run_1/floorplan.png
Scale bar: 50 µm. Pins as bars on the die edge.
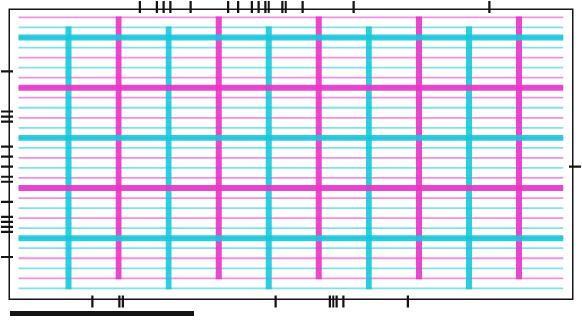
run_1/class_map.png
Scale bar: 50 µm.
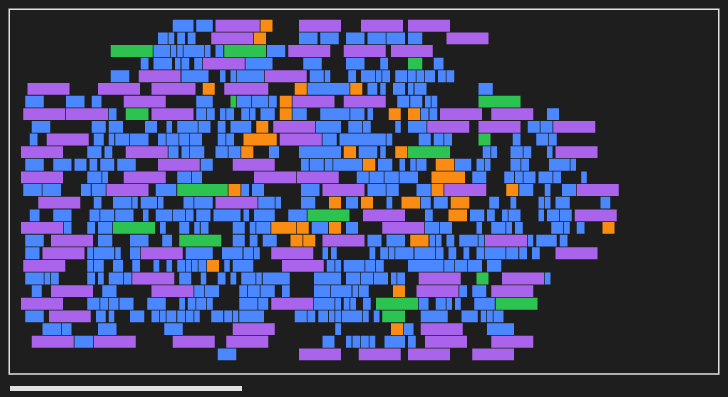
run_1/clock_wires.png
Scale bar: 50 µm.
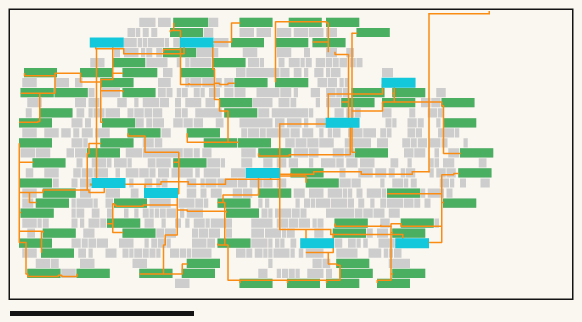
==> config.mk <==
export PLATFORM = sky130hd
export DESIGN_NAME = dds_sweep_ctrl
export DESIGN_NICKNAME = d
export VERILOG_FILES = /design/src/rtl/dds_sweep_ctrl.sv
export SDC_FILE = /design/constraint.sdc
export NUM_CORES = 1
export LEC_CHECK = 0
export CAP_MARGIN = 20
export CORE_ASPECT_RATIO = 0.5
export CORE_MARGIN = 2
export CORE_UTILIZATION = 45
export DETAILED_ROUTE_END_ITERATION = 7
export DONT_BUFFER_PORTS = 1
export PLACE_DENSITY = 0.73
export SETUP_SLACK_MARGIN = 0.4
export SLEW_MARGIN = 15
export SYNTH_ARGS = -nofsm -noshare
export SYNTH_HDL_FRONTEND = slang
export SYNTH_SLANG_ARGS = --single-unit
==> constraint.sdc <==
create_clock -name clk -period 2.8 [get_ports clk]
set_input_delay 0.7 -clock clk [delete_from_list [all_inputs] [get_ports clk]]
set_output_delay 0.7 -clock clk [all_outputs]
set_load 0.02 [all_outputs]
==> impl_metrics.yaml, run 1 <==
# yosys + openroad results
synthesis:
  synth_area_mm2: 0.00495
  yosys.area_share.aoi_pct: 19.9
  mux_share_pct: 7.12
  area_leaders: "dfrtp_1 40%, mux2_2 5.9%, o21ai_0 4.0%"
  synthDistinctLibCells: 73
layout:
  final-comb-area_mm2: 0.00291
  final_util_pct: 53.4
  n_clock_buffer: 12
  signal_buffers: 35
critical_path:
  reg2reg_depth: 14
  cp_slowest_stage_delay_ns: 0.41
  r2r_slack_ns: -0.009
  cp.required_ns: 3.03
  worstPathMaxFanout: 8
placed_design:
  port_buffers: 0
  dpl.cell_count: 663
  place_area_mm2: 0.00535
floorplanning:
  chipArea_mm2: 0.0119
  io_pins: 41
routing:
  drt_wl_total_mm: 11.5
  wl_per_cell_um: 16.8
sta:
  setup_slack_ns: -0.00895
  whs_ns: 0.0426
  period_used_pct: 100
  finalSetupViolCount: 3
  hold_viol: 0
  setup_tns_ns: -0.0136
power_and_ir_drop:
  powerDensity_mw_per_mm2: 890
  p_total_mw: 5.15
  switching_share_pct: 37.5
  powerComb_mw: 1.97
run_status:
  status: "finished with violations"
  violations: "negative setup slack"
global_route:
  overflow: 0
clock_network:
  cts_tree: "done"
  cts_buffer_depth: 2
  cts_sinks: 80
  ctsHtreeMaxLevel: 3
## Picture notes: floorplan.png
Key: cyan = VSS; magenta = VDD
5 straps on met5. 28 met1 rails follow the rows. 41 signal pins sit on the boundary. The core has 27 rows. 10 straps on met4.
die extent in y: 78.2 µm
Core Region: 0.0108 mm²

## Picture notes: class_map.png
Key: orange = remaining buffers and delay cells [cells 35]; purple = registers [cells 80]; blue = remaining logic cells [cells 407]; green = clock drivers and dummy loads [cells 16]
Design Area, Final: 0.00579 mm²
Core Rows: 27

## Picture notes: clock_wires.png
Key: green = flip-flops [count 80]; cyan = clock-net drivers [count 9]; orange = clock wires [length 1180 µm]
There are 10 routed clock nets.
clock network power share: 23.8%
clk pwr: 1.23 mW
Latency at later pin: 0.35 ns
Worst Skew: 0.00610 ns

==> run 1 -> run 2 <==
- DONT_BUFFER_PORTS: 1 -> not set
- PLACE_DENSITY: 0.73 -> 0.78
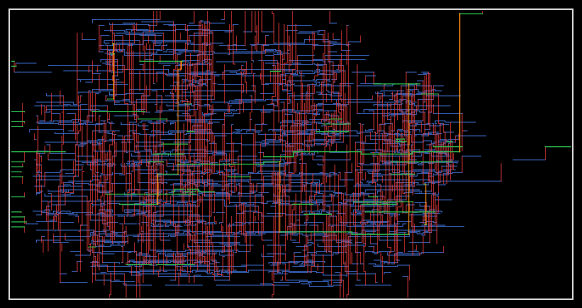
run_2/layers.png
Key: red = M2 [wire length 5750 µm]; orange = M4 [wire length 163 µm]; blue = M1 [wire length 5460 µm]; green = M3 [wire length 463 µm]
gr usage total: 20.7%
routed wire length: 11.8 mm
Vias: 4246
Avg WL per Cell: 16.1 µm

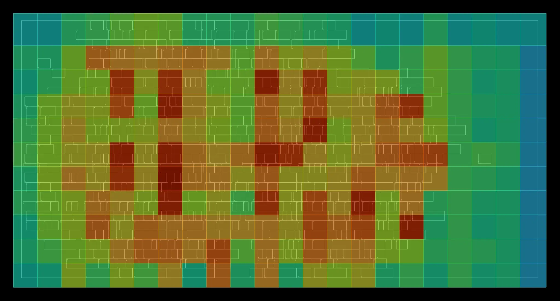
run_2/congestion_map.png
met2 Track Usage GR: 34.3%
met1 Usage GRT: 27.0%
GRT busiest layer: met2
Global Route met3 Usage: 4.91%

==> impl_metrics.yaml, run 2 <==
# yosys + openroad results
placed_design:
  dpl.cell_count: 707
  place_area_mm2: 0.00578
  port_buffers: 40
  dpl.hpwl_mm: 7.97
synthesis:
  mux_share_pct: 7.12
  top_area_cell: "dfrtp_1"
  synthXorXnorAreaFrac_pct: 4.42
  edf_count: 0
  postSynthSeqShare_pct: 40.4
  yosys.area_share.aoi_pct: 19.9
  synth_area_mm2: 0.00495
  ys_cells: 511
  top_cells_by_count: "80 x dfrtp_1, 40 x nor2_1, 40 x o21ai_0, 39 x nand2_1, 26 x mux2_2"
  ys_ff: 80
  area_leaders: "dfrtp_1 40%, mux2_2 5.9%, o21ai_0 4.0%"
  synthDistinctLibCells: 73
  yosysChipArea_mm2: 0.00495
  syn_area_per_cell_um2: 9.69
power_and_ir_drop:
  intPower_mw: 3.51
  seqPwrFrac_pct: 34.9
  p_leak_nw: 2.61
  p_total_mw: 5.55
  powerDensity_mw_per_mm2: 875
  p_sw_mw: 2.04
  switching_share_pct: 36.7
  powerComb_mw: 2.23
floorplanning:
  core_area_mm2: 0.0108
  io_pins: 41
  floorplan.rows: 27
  chipArea_mm2: 0.0119
  dieHeight_um: 78.2
  tap_cells: 145
critical_path:
  cp_slowest_stage_delay_ns: 0.42
  arrival_ns: 3.03
  reg2reg_depth: 12
  critPathKind: "flip-flop to flip-flop"
  worstPathMaxFanout: 11
  cp.depth: 12
  cp_top_family: "simple AND/OR/NAND/NOR gates"
  r2r_slack_ns: 0.0008
  cp.required_ns: 3.03
layout:
  comb_cells: 391
  seq_share_pct: 31.6
  fin_area_mm2: 0.00635
  regArea_mm2: 0.00201
  layout-drive-gt1-share_pct: 25.8
  bufAreaShareNonClock_pct: 12.9
  final_util_pct: 58.5
  signal_buffers: 87
  final-comb-area_mm2: 0.00293
  comb_share_pct: 46.1
  final_cell_mix: "77 x dfrtp_1, 40 x nor2_1, 39 x nand2_1, 39 x clkdlybuf4s50_1, 37 x buf_4"
  clk_share_pct: 5.52
  layout_top_cell: "dfrtp_1"
  n_clock_buffer: 9
  layoutNonFillerInstCount: 735
routing:
  drc: 0
  route.met3.wl_um: 463
  viasPerCell: 5.78
  drt-pass1-iter-count: 5
clock_network:
  ctsHtreeMaxLevel: 3
  cts_made_buffers: 9
  cts_sinks: 80
  cts_buffer_depth: 2
  cts_tree: "done"
  cts_root_buffer: "clkbuf_16"
  clk_latency_ns: 0.35
sta:
  finalSetupViolCount: 0
  whs_ns: 0.417
  fin_skew_ns: 0.00646
  setup_tns_ns: 0
  period_used_pct: 100
  setup_slack_ns: 0.000830
  hold_viol: 0
hold_path:
  hold_class: "primary input to async pin"
global_route:
  grt_pass1_wl_mm: 19.9
  overflow: 0
  antenna_found_initial: 0
run_status:
  status: "completed"
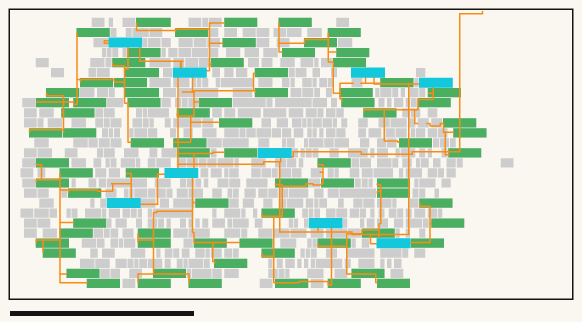
run_2/clock_wires.png
Scale bar: 50 µm.
Key: cyan = clock-net drivers [count 9]; orange = clock wires [length 1080 µm]; green = flip-flops [count 80]
Position of the flops: widely spread. There are 10 routed clock nets.
clk pwr: 1.39 mW
clock network power share: 25.0%

No activity file was given, so power comes from the tool's default toggle rates.
